File: src/rtl/fetch_stage_ctrl.sv
// fetch_stage_ctrl: RV32I fetch front end with PC, imem req/ack handshake, skid buffer and IF/ID register.
// Define FETCH_MISALIGN_CHK_EN to add the MisalignF redirect-alignment flag.
module fetch_stage_ctrl #(
   parameter logic [31:0] RESET_PC  = 32'h0000_0000,
   parameter logic [31:0] NOP_INSTR = 32'h0000_0013
) (
   input  logic        clk,
   input  logic        rst,
   input  logic        StallF,
   input  logic        StallD,
   input  logic        FlushD,
   input  logic        PCSrcE,
   input  logic [31:0] PCTargetE,
   output logic        imem_req,
   output logic [31:0] imem_addr,
   input  logic        imem_ack,
   input  logic [31:0] imem_rdata,
   output logic [31:0] InstrD,
   output logic [31:0] PCD,
   output logic [31:0] PCPlus4D,
   output logic        ValidD,
`ifdef FETCH_MISALIGN_CHK_EN
   output logic        MisalignF,
`endif
   output logic        FetchBusyF
);
   typedef enum logic [1:0] {FETCH, HOLD, DROP} state_t;
   state_t state;
   logic [31:0] pc, skidInstr, pcPlus4, target;
   logic stallAny, ackF, load, bubble;
   // The skid buffer shares pc: PC does not advance while a word is held.
   assign pcPlus4  = pc + 32'd4;
   assign target   = PCTargetE & ~32'h3;
   assign stallAny = StallD | StallF;
   assign ackF     = state == FETCH && imem_req && imem_ack;
   assign FetchBusyF = !(ackF || state == HOLD);
   assign load     = !PCSrcE && !FlushD && !stallAny && !FetchBusyF;
   assign bubble   = PCSrcE || FlushD || (!stallAny && FetchBusyF);
`ifdef FETCH_MISALIGN_CHK_EN
   always_ff @(posedge clk or posedge rst)
      if (rst) MisalignF <= 1'b0;
      else     MisalignF <= PCSrcE && PCTargetE[1:0] != 2'b00;
`endif
   always_ff @(posedge clk or posedge rst) begin
      if (rst) begin
         state     <= FETCH;
         pc        <= RESET_PC;
         skidInstr <= NOP_INSTR;
         imem_req  <= 1'b0;
         imem_addr <= RESET_PC;
         InstrD    <= NOP_INSTR;
         PCD       <= 32'd0;
         PCPlus4D  <= 32'd0;
         ValidD    <= 1'b0;
      end else begin
         if (bubble) begin
            InstrD <= NOP_INSTR;
            ValidD <= 1'b0;
         end else if (load) begin
            InstrD   <= state == HOLD ? skidInstr : imem_rdata;
            PCD      <= pc;
            PCPlus4D <= pcPlus4;
            ValidD   <= 1'b1;
         end
         case (state)
            FETCH: begin
               if (PCSrcE) begin
                  pc <= target;
                  if (imem_req && !imem_ack) state <= DROP;
                  else imem_req <= 1'b0;
               end else if (ackF) begin
                  imem_req <= 1'b0;
                  if (load) pc <= pcPlus4;
                  else begin
                     skidInstr <= imem_rdata;
                     state     <= HOLD;
                  end
               end else if (!imem_req && !StallF) begin
                  imem_req  <= 1'b1;
                  imem_addr <= pc;
               end
            end
            HOLD: begin
               if (PCSrcE) begin
                  pc    <= target;
                  state <= FETCH;
               end else if (load) begin
                  pc    <= pcPlus4;
                  state <= FETCH;
               end
            end
            DROP: begin
               if (PCSrcE) pc <= target;
               if (imem_ack) begin
                  imem_req <= 1'b0;
                  state    <= FETCH;
               end
            end
            default: state <= FETCH;
         endcase
      end
   end
endmodule
File: config.mk
export PLATFORM = sky130hd
export DESIGN_NAME = fetch_stage_ctrl
export DESIGN_NICKNAME = d
export VERILOG_FILES = /design/src/rtl/fetch_stage_ctrl.sv
export SDC_FILE = /design/constraint.sdc
export NUM_CORES = 1
export LEC_CHECK = 0
export CORE_ASPECT_RATIO = 1.2
export CORE_MARGIN = 1.5
export CORE_UTILIZATION = 44
export DETAILED_ROUTE_END_ITERATION = 10
export PLACE_DENSITY = 0.69
export SLEW_MARGIN = 40
export SYNTH_ARGS = -nofsm -noshare
export SYNTH_HDL_FRONTEND = slang
export SYNTH_SLANG_ARGS = --single-unit
File: constraint.sdc
create_clock -name clk -period 8.2 [get_ports clk]
set_input_delay 1.23 -clock clk [delete_from_list [all_inputs] [get_ports clk]]
set_output_delay 1.23 -clock clk [all_outputs]
set_load 0.01 [all_outputs]
Fig. 1: run 1, wiring heat map
26 x 31 tiles, from dark purple (low) to yellow (high), scaled to the fullest tile. Values are wire area over tile area, all layers added.
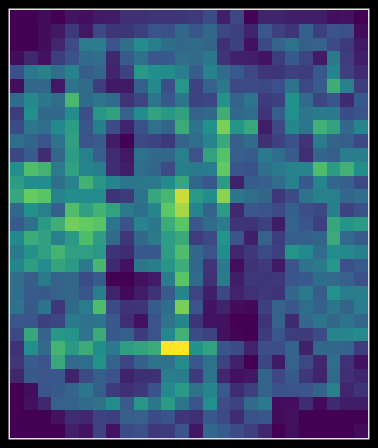
nearly empty tiles	4.5%
densest ninth of the die	middle left
tiles over half the peak	14%
fullest tile	0.56
mean over tiles	0.17

Fig. 2: run 1, where the registers sit
Bar = 50 um. Other sequential cells in the stronger grey, the rest of the logic in the fainter grey.
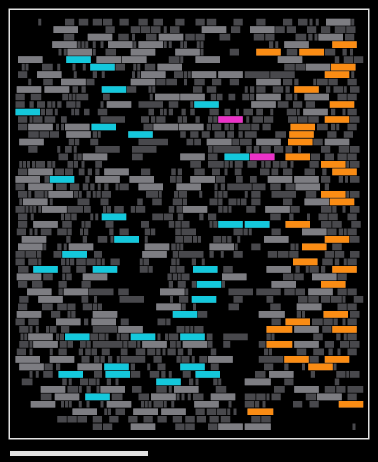
colour	netlist name	placed flops
orange	InstrD	32
cyan	PCPlus4D	30
magenta	state	2

==> impl_metrics.env, run 1 <==
# source this file to load flow results
export IMPL_status="completed"
export IMPL_hold_buffers=0
export IMPL_setup_tns_ns=0
export IMPL_edf_count=0
export IMPL_drive_gt1_share_pct=12.8
export IMPL_worstPathArrival_ns=2.65
export IMPL_dpl_worst_slack_ns=4.12
export IMPL_syn_mean_instance_area_sq_um=10.4
export IMPL_crit_fanout=4
export IMPL_worstSetupPathType="in2out"
export IMPL_ctsRootBufferMaster="clkbuf_16"
export IMPL_grt_pass1_vias=6397
export IMPL_clock_fmax_mhz=258
export IMPL_slew_limit_headroom_pct=51.9
export IMPL_flop_cell="dfrtp_1"
export IMPL_areaGrowthSynthToFinish_pct=32.0
export IMPL_clockBufferDepth=2
export IMPL_drt_pass1_iter_count=5
export IMPL_routed_wl_um=21500
export IMPL_globalplace_congestion=0.822
export IMPL_htreeDepth=4
export IMPL_area_leaders="dfrtp_1 (54%), mux2_2 (7.8%), nand2_1 (7.3%)"
export IMPL_critPathSlowestCell="clkdlybuf4s50_1"
export IMPL_cap_viol_max_count=0
export IMPL_hold_viol_final=0
export IMPL_path_cells="clkdlybuf4s50_1 -> a21o_1 -> nand2b_1 -> clkdlybuf4s50_1"
export IMPL_crit_buf_inv=2
export IMPL_final_setup_worst_slack_ns=4.32
export IMPL_avgRoutedWirePerCell_um=17.3
export IMPL_syn_inst=817
export IMPL_netlist_area_sq_um=8510
export IMPL_rsz0062_at_grt="false"
export IMPL_synth_seq_area_share_pct=55.4
export IMPL_synthArstFlopShare_pct=100
export IMPL_grt_use_total_pct=21.9
export IMPL_die_height_um=155
export IMPL_netlist_top_cell_by_area="dfrtp_1"
export IMPL_rows=55
export IMPL_drc_errors=0
export IMPL_path_clk_slew_ns=0.07
export IMPL_fin_crit_ns=3.88
export IMPL_ir_worst_vdd_mv=0.155
export IMPL_period_used_pct=47.3
export IMPL_port_buffers=193
export IMPL_dpl_hpwl_um=14500
export IMPL_yosysWarnings=0
export IMPL_warnings=30
export IMPL_crit_path_max_incr_delay_ns=0.55
export IMPL_antenna_found_initial=0
export IMPL_cts_resized_gates=0
export IMPL_setup_viol=0
export IMPL_die_area_sq_um=20200
export IMPL_slew_viol_final=0
export IMPL_yosys_cells=817
export IMPL_most_common_layout_cells="clkdlybuf4s50_1 (193), dfrtp_1 (182), nand2_1 (165), mux2_2 (59), o21ai_0 (54)"
export IMPL_overflow=0
Fig. 3: run 1, local utilization
Bar = 50 um. 13 x 16 tiles, from dark purple (low) to yellow (high), 0 to 100% covered.
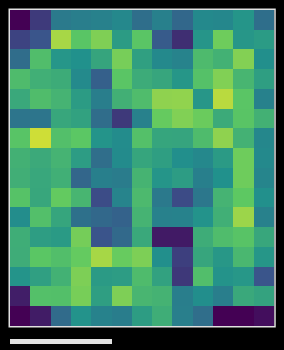
fullest tile	93%
mean over tiles	54%
nearly empty tiles	1.9%
tiles over 75% full	13%
post-layout util: 59.3%
core box area: 18900 sq um
FP Util: 45.0%

Fig. 4: run 1, the clock network
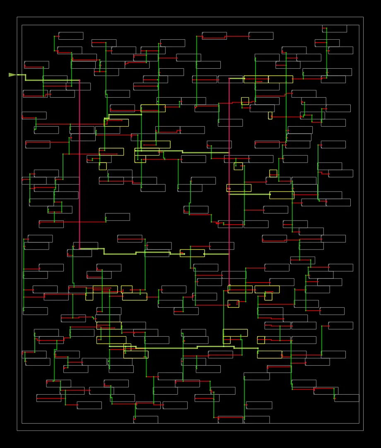
# clk buffers: 18
Layout Skew: 0.0108 ns
Power Clock: 0.000839 W
Flops: 188
Late-Pin Clk Latency: 0.43 ns

run 1: metrics by stage:
| step | utilization [%] | std cells | cell area, sq um | power, W |
|---|---|---|---|---|
| after floorplan | - | 822 | 8530 | 0.00194 |
| after global placement | 55.8 | 1211 | 10600 | 0.00249 |
| after detailed placement | 56.2 | 1213 | 10600 | 0.00253 |
| after CTS | 59.3 | 1245 | 11200 | 0.00338 |
| after global routing | 59.3 | 1245 | 11200 | 0.00353 |
| final | 59.3 | 1245 | 11200 | 0.00334 |
run 1: final timing paths:
check / slack [ns] / end / depth (start not counted) / startpoint
worst max-delay path: 4.32 / FetchBusyF / 4 / imem_ack
min in group asynchronous: 1.36 / InstrD[8] / 2 / rst
worst max register to register: 5.67 / PCPlus4D[25] / 6 / state[1]
worst min register to register: 0.47 / PCD[15] / 2 / PCD[15]
worst min-delay path: 0.47 / PCD[15] / 2 / PCD[15]
max in group asynchronous: 5.77 / skidInstr[16] / 3 / rst
run 1: flip-flops by register name (all words and copies together), names as in the netlist:
register	flops
InstrD	32
PCD	30
PCPlus4D	30
ValidD	1
imem_addr	30
imem_req	1
pc	30
skidInstr	32
state	2
run 1: area by class of cell:
class	count	area [sq um]
Sequential cell	188	4710
Clock buffer	18	429
Timing Repair Buffer	204	2050
Fill cell	1670	7690
Multi-Input combinational cell	557	3510
Clock inverter	14	163
Tap cell	256	320
Inverter	8	42.5
run 1: layer usage:
layer  part of all wire, %  GRT usage (%)
met4                   1.7           7.14
met2                    48           36.4
met3                   7.1           6.09
met5                     0              0
met1                    43           27.5
run 1: kinds of logic (layout without fill, tap and decap cells):
kind of cell | after synthesis | in the layout | share of synthesized area [%]
AOI/OAI and AO/OA | 162 | 162 | 11.6
xor gates and xnor gates | 26 | 26 | 2.68
adders and majority gates | 1 | 1 | 0.147
buffers and inverters | 77 | 244 | 4.31
DFF | 188 | 188 | 55.4
muxes | 94 | 94 | 12.0
other | 1 | 6 | 0.0441
and+or+nand+nor | 268 | 268 | 13.9
run 1: worst register-to-register path: stages (launching register included):
cell and delay (ns):
dfrtp_1 0.56, or2_4 0.35, or3_4 0.36, or2_4 0.33, buf_6 0.31, or3_1 0.47, nand3_1 0.09
run 1: cells in the mapped netlist, types with 3 or more instances:
library cell  number
a21o_1             5
a21oi_1           42
a22oi_1            4
a2bb2oi_1          6
a31oi_1            3
and3_1             8
buf_2             31
buf_4              6
clkbuf_1          27
dfrtp_1          182
dfstp_2            6
inv_1              8
mux2_1             3
mux2_2            59
mux2i_1           32
nand2_1          165
nand3_1           22
nand4_1           10
nor2_1            28
nor2b_1            4
nor3_1             8
nor4_1             7
o21ai_0           54
o21ai_1           11
o22a_1             6
o22ai_1            8
o2bb2ai_1          3
o31ai_1            4
or3_1              3
xnor2_1           11
xor2_1            15
run 1: power by group:
group	leakage, nW	switching (W)	internal [W]
combinational	2.36	0.000431	0.000616
sequential	2.32	0.000213	0.00124
clock	0.263	0.000382	0.000456
==> run 2: changes to the inputs <==
==> constraint.sdc (replaced) <==
create_clock -name clk -period 3.6 [get_ports clk]
set_input_delay 0.54 -clock clk [delete_from_list [all_inputs] [get_ports clk]]
set_output_delay 0.54 -clock clk [all_outputs]
set_load 0.01 [all_outputs]
Fig. 5: run 2, routed metal, one colour a layer
Only two layers are drawn.
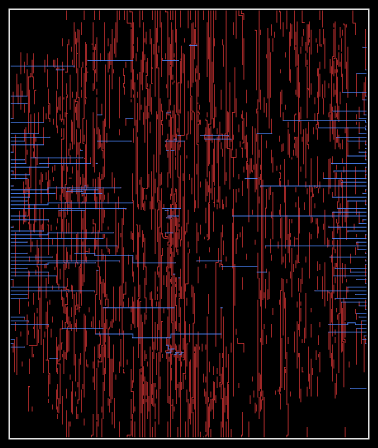
colour	layer	wire length
red	met2	10600 um
blue	met3	1500 um
Avg WL per Cell: 17.3 um
via count: 6548
Tot GR Track Use: 22.1%
routed wire length: 21700 um

==> run 2 against run 1 <==
Compared with the run above:
- largest cell class unchanged
- register-to-register slack worse by 4.5 ns
- final cell count is 0.72% higher
- highest routed layer unchanged
- clock-buffer cell count is 2 higher
- clock power is 120% higher
- worst hold slack worse by 0.039 ns
- sequential power is 130% higher
- critical path depth stayed put
==> impl_metrics.env, run 2 <==
# source this file to load flow results
export IMPL_ir_worst_vdd_mv=0.381
export IMPL_dpl_worst_slack_ns=0.694
export IMPL_fp_util_pct=45.0
export IMPL_most_common_layout_cells="clkdlybuf4s50_1 (193), dfrtp_1 (182), nand2_1 (165), mux2_2 (59), o21ai_0 (54)"
export IMPL_clock_fmax_mhz=402
export IMPL_wl_met1_um=9220
export IMPL_p_comb_share_pct=31.7
export IMPL_p_clk_share_pct=24.2
export IMPL_switching_share_pct=30.4
export IMPL_p_int_w=0.00523
export IMPL_status="completed"
export IMPL_netlist_area_sq_um=8510
export IMPL_area_leaders="dfrtp_1 (54%), mux2_2 (7.8%), nand2_1 (7.3%)"
export IMPL_edf_count=0
export IMPL_coreArea_sq_um=18900
export IMPL_aoi_share_pct=11.6
export IMPL_startpoint_type="input pin"
export IMPL_yosys_cells=817
export IMPL_synth_seq_area_share_pct=55.4
export IMPL_worstSetupPathType="in2out"
export IMPL_drc_errors=0
export IMPL_seqPwrFrac_pct=44.1
export IMPL_rsz0062_at_grt="false"
export IMPL_hold_buffers=0
export IMPL_dpl_hpwl_um=14800
export IMPL_postCtsSetupRepairBufs=0
export IMPL_syn_inst=817
export IMPL_rows=55
export IMPL_reg_top3="InstrD x32, skidInstr x32"
export IMPL_ctsRootBufferMaster="clkbuf_16"
export IMPL_syn_mean_instance_area_sq_um=10.4
export IMPL_wl_met2_um=10600
export IMPL_clockBufferDepth=2
export IMPL_crit_fanout=4
export IMPL_dr_wl_met3_um=1500
export IMPL_grt_pass1_vias=6476
export IMPL_drive_gt1_share_pct=13.3
export IMPL_slew_limit_headroom_pct=49.5
export IMPL_warnings=30
export IMPL_crit_path_max_incr_delay_ns=0.56
export IMPL_insertion_delay_ns=0.43
export IMPL_path_clk_slew_ns=0.07
export IMPL_dr_max_layer_used="met4"
export IMPL_setup_viol=0
export IMPL_fin_skew_ns=0.0145
export IMPL_worstPathArrival_ns=1.95
export IMPL_mux_area_share_pct=12.0
export IMPL_fin_crit_ns=2.49
export IMPL_cts_resized_gates=0
export IMPL_overflow=0
export IMPL_antenna_found_initial=0
export IMPL_top_cell="dfrtp_1"
export IMPL_hold_viol_final=0
export IMPL_cap_viol_max_count=0
export IMPL_htreeDepth=4
export IMPL_port_buffers=193
export IMPL_slew_viol_final=0
export IMPL_final_setup_worst_slack_ns=1.11
export IMPL_yosysWarnings=0
export IMPL_top_logic_kind="simple AND/OR/NAND/NOR gates"
export IMPL_globalplace_congestion=0.848
export IMPL_setup_tns_ns=0
export IMPL_ys_sh_adder_pct=0.147
export IMPL_period_used_pct=69.1
export IMPL_flop_cell="dfrtp_1"
export IMPL_path_cells="clkdlybuf4s50_1 -> a21o_1 -> nand2b_1 -> clkdlybuf4s50_1"
[run 2: cell count changes in the layout (fill, tap and decap cells not counted), sizes merged]
cell	change
inv	-2
clkinv	+5
buf	+9
clkbuf	+2
clkinvlp	-4
bufinv	-1
[run 2: kinds of logic (layout without fill, tap and decap cells)]
| family | Yosys count | after routing |
|---|---|---|
| AOI/OAI and AO/OA | 162 | 162 |
| adders and majority gates | 1 | 1 |
| and+or+nand+nor | 268 | 268 |
| DFF | 188 | 188 |
| other | 1 | 6 |
| xor gates and xnor gates | 26 | 26 |
| muxes | 94 | 94 |
| buffers and inverters | 77 | 253 |
[run 2: stage by stage]
stage,util [%],cells,hold slack [ns],total power [W],area [sq um]
2_1_floorplan,-,822,0.464,0.00443,8530
3_3_place_gp,56.3,1220,0.459,0.00569,10700
3_5_place_dp,56.5,1222,0.463,0.00577,10700
4_1_cts,59.5,1254,0.432,0.00762,11300
5_1_grt,59.5,1254,0.438,0.00796,11300
6_report,59.5,1254,0.435,0.00752,11300
[run 2: path summary, 6_finish.rpt]
path                          start            to  slack [ns]  cells past startpoint
max                        imem_ack    FetchBusyF        1.11                      4
min                             rst  skidInstr[2]        0.43                      2
max reg2reg                   pc[2]        pc[28]        1.21                      7
min reg2reg                 PCD[17]       PCD[17]        0.47                      2
max in group asynchronous       rst   PCPlus4D[2]        2.28                      3
min in group clk            PCD[17]       PCD[17]        0.47                      2
[run 2: power groups by stage]
stage | sequential [W] | clock (W) | combinational [W]
floorplan | 0.00342 | 0 | 0.00100
global placement | 0.00333 | 0 | 0.00236
detailed placement | 0.00336 | 0 | 0.00241
CTS | 0.00333 | 0.00187 | 0.00242
global route | 0.00342 | 0.00195 | 0.00259
finish | 0.00332 | 0.00182 | 0.00238
[run 2: layout make-up]
| type | instances | area, sq um | share of cell area (%) |
|---|---|---|---|
| Multi-Input combinational cell | 557 | 3490 | 31.0 |
| Clock inverter | 12 | 111 | 0.989 |
| Clock buffer | 20 | 457 | 4.06 |
| Inverter | 8 | 33.8 | 0.300 |
| Timing Repair Buffer | 213 | 2130 | 19.0 |
| Sequential cell | 188 | 4710 | 41.8 |
| Tap cell | 256 | 320 | 2.84 |
[run 2: metal layers]
metal	GRT usage, %	vias up
met1	27.9	3172
met4	7.88	0
met5	0	-
met3	5.88	28
li1	-	3156
met2	36.4	192
[run 2: critical path: cells and delay by family]
family                 cells  cell delay, ns
and+or+nand+nor            1            0.12
AOI/OAI and AO/OA          1            0.25
buffers and inverters      2            1.03
==> run 3: changes to the inputs <==
--- a/config.mk
+++ b/config.mk
@@ -9,7 +9,7 @@
 export CORE_MARGIN = 1.5
 export CORE_UTILIZATION = 44
 export DETAILED_ROUTE_END_ITERATION = 10
-export PLACE_DENSITY = 0.69
+export PLACE_DENSITY = 0.72
 export SLEW_MARGIN = 40
 export SYNTH_ARGS = -nofsm -noshare
 export SYNTH_HDL_FRONTEND = slang
==> constraint.sdc (replaced) <==
create_clock -name clk -period 2.2 [get_ports clk]
set_input_delay 0.33 -clock clk [delete_from_list [all_inputs] [get_ports clk]]
set_output_delay 0.33 -clock clk [all_outputs]
set_load 0.01 [all_outputs]
Fig. 6: run 3, local utilization
Bar = 50 um. 13 x 16 tiles, from dark purple (low) to yellow (high), 0 to 100% covered.
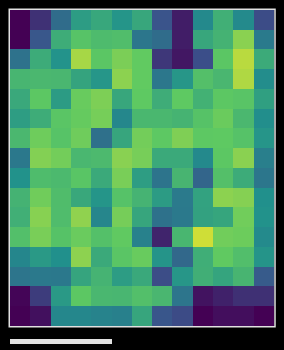
mean over tiles	56%
emptiest ninth of the die	lower right
densest ninth of the die	middle left
post-layout util: 61.6%

==> run 3 against run 2 <==
Compared with the run above:
- sequential power up 61%
- via count up 3.6%
- design area up 3.5%
- critical path depth up 1
==> impl_metrics.env, run 3 <==
# source this file to load flow results
export IMPL_status="completed"
export IMPL_hold_buffers=0
export IMPL_period_used_pct=91.9
export IMPL_ctsRootBufferMaster="clkbuf_16"
export IMPL_syn_mean_instance_area_sq_um=10.4
export IMPL_first_iter_violations=350
export IMPL_path_clk_slew_ns=0.06
export IMPL_ir_worst_vdd_mv=0.664
export IMPL_avgRoutedWirePerCell_um=17.0
export IMPL_rsz0062_at_grt="false"
export IMPL_drc_errors=0
export IMPL_grt_use_total_pct=22.7
export IMPL_flop_cell="dfrtp_1"
export IMPL_clock_fmax_mhz=494
export IMPL_timing_rr_end="pc[28]"
export IMPL_xor_area_share_pct=2.68
export IMPL_setup_viol=0
export IMPL_globalplace_congestion=0.833
export IMPL_clockBufferDepth=2
export IMPL_yosys_cells=817
export IMPL_die_w_um=130
export IMPL_cap_viol_max_count=0
export IMPL_die_height_um=155
export IMPL_fin_skew_ns=0.0101
export IMPL_fp_util_pct=45.0
export IMPL_fin_area_sq_um=11700
export IMPL_r2r_start="pc[25]"
export IMPL_area_leaders="dfrtp_1 (54%), mux2_2 (7.8%), nand2_1 (7.3%)"
export IMPL_ys_sh_adder_pct=0.147
export IMPL_drt_pass1_iter_count=5
export IMPL_drive_gt1_share_pct=17.0
export IMPL_antenna_found_initial=0
export IMPL_mux_area_share_pct=12.0
export IMPL_synth_seq_area_share_pct=55.4
export IMPL_die_area_sq_um=20200
export IMPL_most_common_layout_cells="clkdlybuf4s50_1 (192), dfrtp_1 (180), nand2_1 (165), mux2_2 (59), o21ai_0 (54)"
export IMPL_edf_count=0
export IMPL_routed_wl_um=22100
export IMPL_netlist_top_cell_by_area="dfrtp_1"
export IMPL_fin_crit_ns=2.02
export IMPL_grt_max_degree=88
export IMPL_worstSetupPathType="reg2reg"
export IMPL_aoi_share_pct=11.6
export IMPL_rows=55
export IMPL_syn_inst=817
export IMPL_vias=6782
export IMPL_insertion_delay_ns=0.42
export IMPL_overflow=0
export IMPL_top_cell="dfrtp_1"
export IMPL_areaGrowthSynthToFinish_pct=37.0
export IMPL_coreArea_sq_um=18900
export IMPL_dpl_hpwl_um=15600
export IMPL_rrSetupSlack_ns=0.18
export IMPL_grtUsageMet1_pct=28.9
export IMPL_power_density_nw_per_um2=1050
export IMPL_fillCellCount=1599
export IMPL_slew_viol_final=0
export IMPL_use_met2_pct=38.1
export IMPL_endpoint_kind="flip-flop"
export IMPL_htreeDepth=4
export IMPL_place_area_sq_um=11100
export IMPL_ios=202
export IMPL_synthArstFlopShare_pct=100
export IMPL_use_met3_pct=6.53
export IMPL_synthDistinctLibCells=57
export IMPL_yosysWarnings=0
export IMPL_top_usage_layer="met2"
export IMPL_warnings=29
export IMPL_setup_tns_ns=0
export IMPL_top_area_share_pct=53.5
export IMPL_startpoint_type="flip-flop"
export IMPL_fin_nets=1100
export IMPL_top_logic_kind="simple AND/OR/NAND/NOR gates"
export IMPL_port_buffers=193
export IMPL_via_per_inst=5.24
export IMPL_worstPathArrival_ns=2.32
export IMPL_holdCritPathClass="in2async"
export IMPL_yosysChipArea_sq_um=8510
export IMPL_netlist_area_sq_um=8510
export IMPL_reg_top3="InstrD x32, skidInstr x32"
export IMPL_reg2reg_depth=5
export IMPL_yosys_top_cells_count="dfrtp_1 (182), nand2_1 (165), mux2_2 (59)"
export IMPL_grt_pass1_vias=6749
export IMPL_crit_fanout=7
export IMPL_hold_viol_final=0
export IMPL_grt_pass1_wl_um=35700
export IMPL_synth_simple_gate_area_share_pct=13.9
-- run 3: cells by family after synthesis --
family                   count (synthesis)
flip-flops                             188
AND/OR/NAND/NOR                        268
adder cells (fa/ha/maj)                  1
AND-OR/OR-AND                          162
buffers and inverters                   77
multiplexers                            94
other                                    1
XOR/XNOR                                26
-- run 3: worst max-delay path by stage --
| stage | startpoint | slack, ns | cells after the start | to |
|---|---|---|---|---|
| after floorplan | rst | -0.55 | 1 | InstrD[10] |
| after global placement | PCSrcE | -0.02 | 5 | skidInstr[22] |
| after detailed placement | imem_ack | -0.06 | 6 | pc[20] |
| after CTS | state[0] | 0.003 | 3 | FetchBusyF |
| after global routing | pc[2] | 0.06 | 6 | pc[28] |
| final | pc[25] | 0.18 | 5 | pc[28] |
-- run 3: per-stage QoR --
stage	power, W	util (%)	hold WS [ns]	std cells	worst slack (ns)
finish	0.0123	61.6	0.178	1295	0.177
global placement	0.00946	58.7	0.460	1265	-0.0236
global route	0.0130	61.6	0.170	1295	0.0555
CTS	0.0124	61.4	0.168	1295	0.00288
detailed placement	0.00959	58.7	0.464	1265	-0.0560
floorplan	0.00724	-	0.401	822	-0.546
-- run 3: cell type report --
cell class / count / area, sq um / area share [%]
Tap cell: 256 / 320 / 2.75
Sequential cell: 188 / 4710 / 40.5
Clock inverter: 9 / 66.3 / 0.569
Inverter: 8 / 33.8 / 0.290
Multi-Input combinational cell: 557 / 3510 / 30.1
Clock buffer: 21 / 460 / 3.95
Timing Repair Buffer: 256 / 2540 / 21.8
-- run 3: where the power goes --
| part | leakage, nW | internal (W) | switching [W] |
|---|---|---|---|
| clock network | 0.248 | 0.00150 | 0.00129 |
| logic | 2.63 | 0.00242 | 0.00173 |
| registers | 2.32 | 0.00463 | 0.000712 |
-- run 3: per-layer routing --
metal / wire length [um] / up-vias / part of all wire (%)
met3: 1480 / 13 / 6.7
met5: 0 / - / 0
met1: 9300 / 3339 / 42
li1: - / 3237 / -
met4: 235 / 0 / 1.1
met2: 11100 / 193 / 50
-- run 3: what timing repair did --
action	in CTS	in global routing
resized	0	6
buffers inserted	0	0
setup endpoints to repair	0	5
-- run 3: critical path, stage by stage, from the launching register on --
cell     delay (ns)
dfrtp_1        0.51
nand4_1        0.25
nor2_1         0.28
nand3_2        0.19
o311a_1        0.36
a311o_1        0.31
Power and IR drop assume default switching activity.
